clk_routes.png
Scale: 4 px per um.
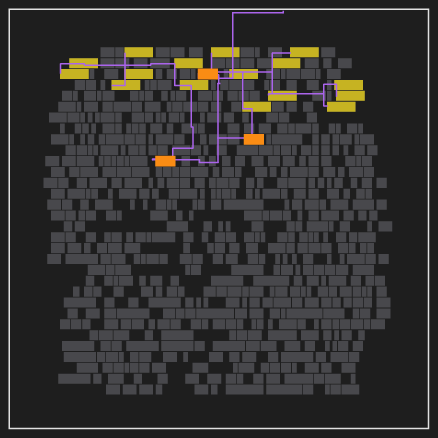
clocks.png
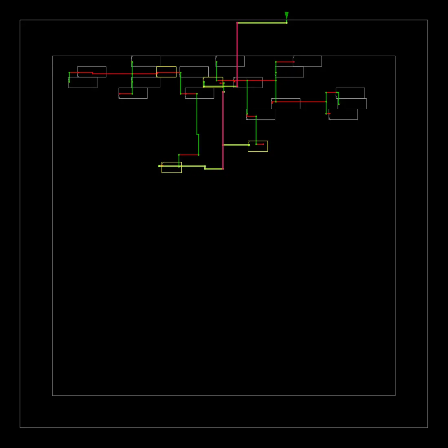
===== config.mk =====
export PLATFORM = sky130hd
export DESIGN_NAME = alu
export DESIGN_NICKNAME = d
export VERILOG_FILES = /design/src/rtl/alu.sv
export SDC_FILE = /design/constraint.sdc
export NUM_CORES = 1
export LEC_CHECK = 0
export CORE_MARGIN = 8
export CORE_UTILIZATION = 48
export DETAILED_ROUTE_END_ITERATION = 10
export HOLD_SLACK_MARGIN = 0.12
export PLACE_DENSITY = 0.75
export SLEW_MARGIN = 25
export SYNTH_ARGS = -nofsm -noshare
export SYNTH_HDL_FRONTEND = slang
export SYNTH_SLANG_ARGS = --single-unit

===== constraint.sdc =====
create_clock -name clk -period 3 [get_ports clk]
set_input_delay 0.3 -clock clk [delete_from_list [all_inputs] [get_ports clk]]
set_output_delay 0.3 -clock clk [all_outputs]
set_load 0.01 [all_outputs]

===== src/rtl/alu.sv =====
// Registered 8-function integer ALU: one-cycle execute stage producing op_c plus zero/carry/neg/ovf flags.
// Optional build macro ALU_SATURATE_EN clamps ADD/SUB results on carry/borrow instead of wrapping.
module alu #(
  parameter int WIDTH = 12
) (
  input  logic             clk,
  input  logic             rst,
  input  logic             in_valid,
  input  logic [WIDTH-1:0] op_a,
  input  logic [WIDTH-1:0] op_b,
  input  logic [2:0]       opcode,
  output logic             out_valid,
  output logic [WIDTH-1:0] op_c,
  output logic             flag_zero,
  output logic             flag_carry,
  output logic             flag_neg,
  output logic             flag_ovf
);

  typedef enum logic [2:0] {
    OP_ADD = 3'd0,
    OP_SUB = 3'd1,
    OP_AND = 3'd2,
    OP_OR  = 3'd3,
    OP_XOR = 3'd4,
    OP_NOT = 3'd5,
    OP_SHL = 3'd6,
    OP_SHR = 3'd7
  } opcode_e;

  typedef struct packed {
    logic [WIDTH-1:0] value;
    logic             zero;
    logic             carry;
    logic             neg;
    logic             ovf;
  } result_t;

  if (WIDTH < 4 || WIDTH > 32) begin : g_width_check
    $error("alu: WIDTH must lie in 4..32");
  end

  // Any shift amount of WIDTH or more clears every bit, whatever the upper bits of op_b hold.
  localparam logic [WIDTH-1:0] SHIFT_LIMIT = WIDTH'(WIDTH);

  logic [WIDTH:0] sum_ext;
  logic [WIDTH:0] diff_ext;
  logic           sign_a;
  logic           sign_b;
  logic           shift_out_of_range;
  result_t        next_result;

  assign sum_ext            = {1'b0, op_a} + {1'b0, op_b};
  assign diff_ext           = {1'b0, op_a} - {1'b0, op_b};
  assign sign_a             = op_a[WIDTH-1];
  assign sign_b             = op_b[WIDTH-1];
  assign shift_out_of_range = (op_b >= SHIFT_LIMIT);

  // NOTE: every field gets a default before the case, so no path through this block can infer a latch.
  always_comb begin
    next_result = '0;
    unique case (opcode_e'(opcode))
      OP_ADD: begin
        next_result.value = sum_ext[WIDTH-1:0];
        next_result.carry = sum_ext[WIDTH];
        next_result.ovf   = (sign_a == sign_b) && (sum_ext[WIDTH-1] != sign_a);
`ifdef ALU_SATURATE_EN
        if (sum_ext[WIDTH]) next_result.value = '1;
`endif
      end
      OP_SUB: begin
        // The extra top bit of the widened difference is set exactly when op_a < op_b.
        next_result.value = diff_ext[WIDTH-1:0];
        next_result.carry = diff_ext[WIDTH];
        next_result.ovf   = (sign_a != sign_b) && (diff_ext[WIDTH-1] != sign_a);
`ifdef ALU_SATURATE_EN
        if (diff_ext[WIDTH]) next_result.value = '0;
`endif
      end
      OP_AND: next_result.value = op_a & op_b;
      OP_OR:  next_result.value = op_a | op_b;
      OP_XOR: next_result.value = op_a ^ op_b;
      OP_NOT: next_result.value = ~op_a;
      OP_SHL: next_result.value = shift_out_of_range ? '0 : (op_a << op_b);
      OP_SHR: next_result.value = shift_out_of_range ? '0 : (op_a >> op_b);
      default: next_result = '0;
    endcase
    // Zero/neg follow the final (possibly saturated) value that lands in op_c.
    next_result.zero = (next_result.value == '0);
    next_result.neg  = next_result.value[WIDTH-1];
  end

  // NOTE: state registers use non-blocking assignments so every flop samples pre-edge values.
  always_ff @(posedge clk) begin
    if (rst) begin
      out_valid  <= 1'b0;
      op_c       <= '0;
      flag_zero  <= 1'b0;
      flag_carry <= 1'b0;
      flag_neg   <= 1'b0;
      flag_ovf   <= 1'b0;
    end else begin
      out_valid <= in_valid;
      if (in_valid) begin
        op_c       <= next_result.value;
        flag_zero  <= next_result.zero;
        flag_carry <= next_result.carry;
        flag_neg   <= next_result.neg;
        flag_ovf   <= next_result.ovf;
      end
    end
  end

endmodule


==> impl_metrics.json <==
{
  "dr.pass1.iters": 5,
  "diodes": 0,
  "pg_seq_mw": 0.236,
  "p_clk_mw": 0.196,
  "grt_util_met3_pct": 5.82,
  "wl_per_cell_um": 20.6,
  "clkCellAreaFrac_pct": 1.06,
  "use_met2_pct": 42.0,
  "cts-resized-gates": 15,
  "fp.coreArea_mm2": 0.00765,
  "postSynth.asyncResetShare_pct": 0,
  "sw_frac_of_total_pct": 41.1,
  "final_layout_top_logic_cells": "114 x buf_4, 42 x clkdlybuf4s50_1, 39 x nor2_1",
  "drv_cap": 0,
  "tap_cells": 102,
  "hp-class": "reg -> reg",
  "arrival_ns": 3.21,
  "pwr-share-clk_pct": 15.4,
  "cts.sinks": 16,
  "synthCells": 487,
  "crit_cells": 12,
  "ff_type": "dfxtp_1",
  "dp_cells": 716,
  "postSynthSeqShare_pct": 8.54,
  "cp-end-kind": "register",
  "peakVddDrop_v": 0.000152,
  "drt-initial-drc-count": 433,
  "report.final.setup_viol": 1,
  "crit_fanout": 2,
  "area.share.sequential_pct": 6.14,
  "instances_no_fill": 720,
  "layout_min_cycle_time_ns": 3.01,
  "flop-count": 16,
  "path_cells": "buf_2 > buf_6 > ha_4 > fa_1 > mux2i_1 > mux4_2 > a21o_1 > a211oi_2 > nand3_1 > or4_4 > nor4_4 > a31o_1",
  "area_leaders": "ha_1 12%, dfxtp_1 8.5%, mux4_2 8.4%",
  "die_y_um": 104,
  "hp-start": "op_c[8]$_SDFFE_PP0P_",
  "violations": "setup timing",
  "cts_max_level": 1,
  "dpl_worst_slack_ns": -0.683,
  "yosys.area_share.simple_pct": 20.8,
  "comb_share_pct": 61.7,
  "ys_sh_mux_pct": 16.8,
  "slowest_stage": "fa_1",
  "ioPinCount": 47,
  "syn_nets": 555,
  "worstSetupStartpointType": "input port",
  "yosysWarnings": 0,
  "via_per_inst": 6.50,
  "hold_depth": 2,
  "n_all_buffers": 164,
  "endpoint": "flag_zero$_SDFFE_PP0P_",
  "crit_start": "op_b[0]",
  "tritoncts": "built",
  "largest_cell_class": "logic gates",
  "max_freq_mhz": 333,
  "worst_slack_ns": -0.00724,
  "r2r_cells": 2,
  "path_buffers": 2,
  "powerDensity_mw_per_mm2": 245,
  "ys_types": 77,
  "cts_root_buf": "clkbuf_8",
  "syn-cell-area_mm2": 0.00375,
  "nNonClkInverters": 40,
  "top_area_cell": "ha_1",
  "logic_family": "AND-OR/OR-AND gates",
  "whs_ns": 0.486,
  "dieArea_mm2": 0.0109,
  "clock.latency.late_pin_ns": 0.25,
  "synth-edff-count": 0,
  "syn_area_per_cell_um2": 7.71,
  "post-cts-setup-buffer-count": 0,
  "drc": 0,
  "seqPwrFrac_pct": 18.5,
  "final-comb-area_mm2": 0.00322,
  "hold_buffers": 0,
  "hold_violations": 0,
  "fillers": 660,
  "worstReg2RegStart": "flag_zero$_SDFFE_PP0P_",
  "grtUsageTotal_pct": 26.6,
  "top_layer": "met4",
  "use_met1_pct": 35.0,
  "grt_max_degree": 29,
  "outcome": "finished with violations"
}
About clk_routes.png:
[clock wires] purple | length: 246 um
[clock drivers] orange | count: 3
[flip-flops] yellow | count: 16
routed clock nets: 4

About clocks.png:
clkbuf count: 4
CTS Buf Count: 3

[state kept, by name (all words and copies together), names as in the netlist]
register,flops
flag_carry,1
out_valid,1
flag_zero,1
flag_ovf,1
op_c,12
[synth_stat cells (6+ instances only)]
library cell	number
nor2_1	39
ha_1	36
inv_1	36
a21oi_1	33
nand2_1	28
clkbuf_1	20
o21ai_0	20
mux2i_1	19
dfxtp_1	16
nor3_1	16
mux4_2	14
a211oi_1	11
nand3_1	10
nor2b_1	9
nand2b_1	8
o22ai_1	8
xnor2_1	8
a21o_1	7
a32oi_1	7
a31oi_1	6
buf_4	6
nor4_1	6
Power figures rest on the tool's default switching activity, not on a simulated workload.
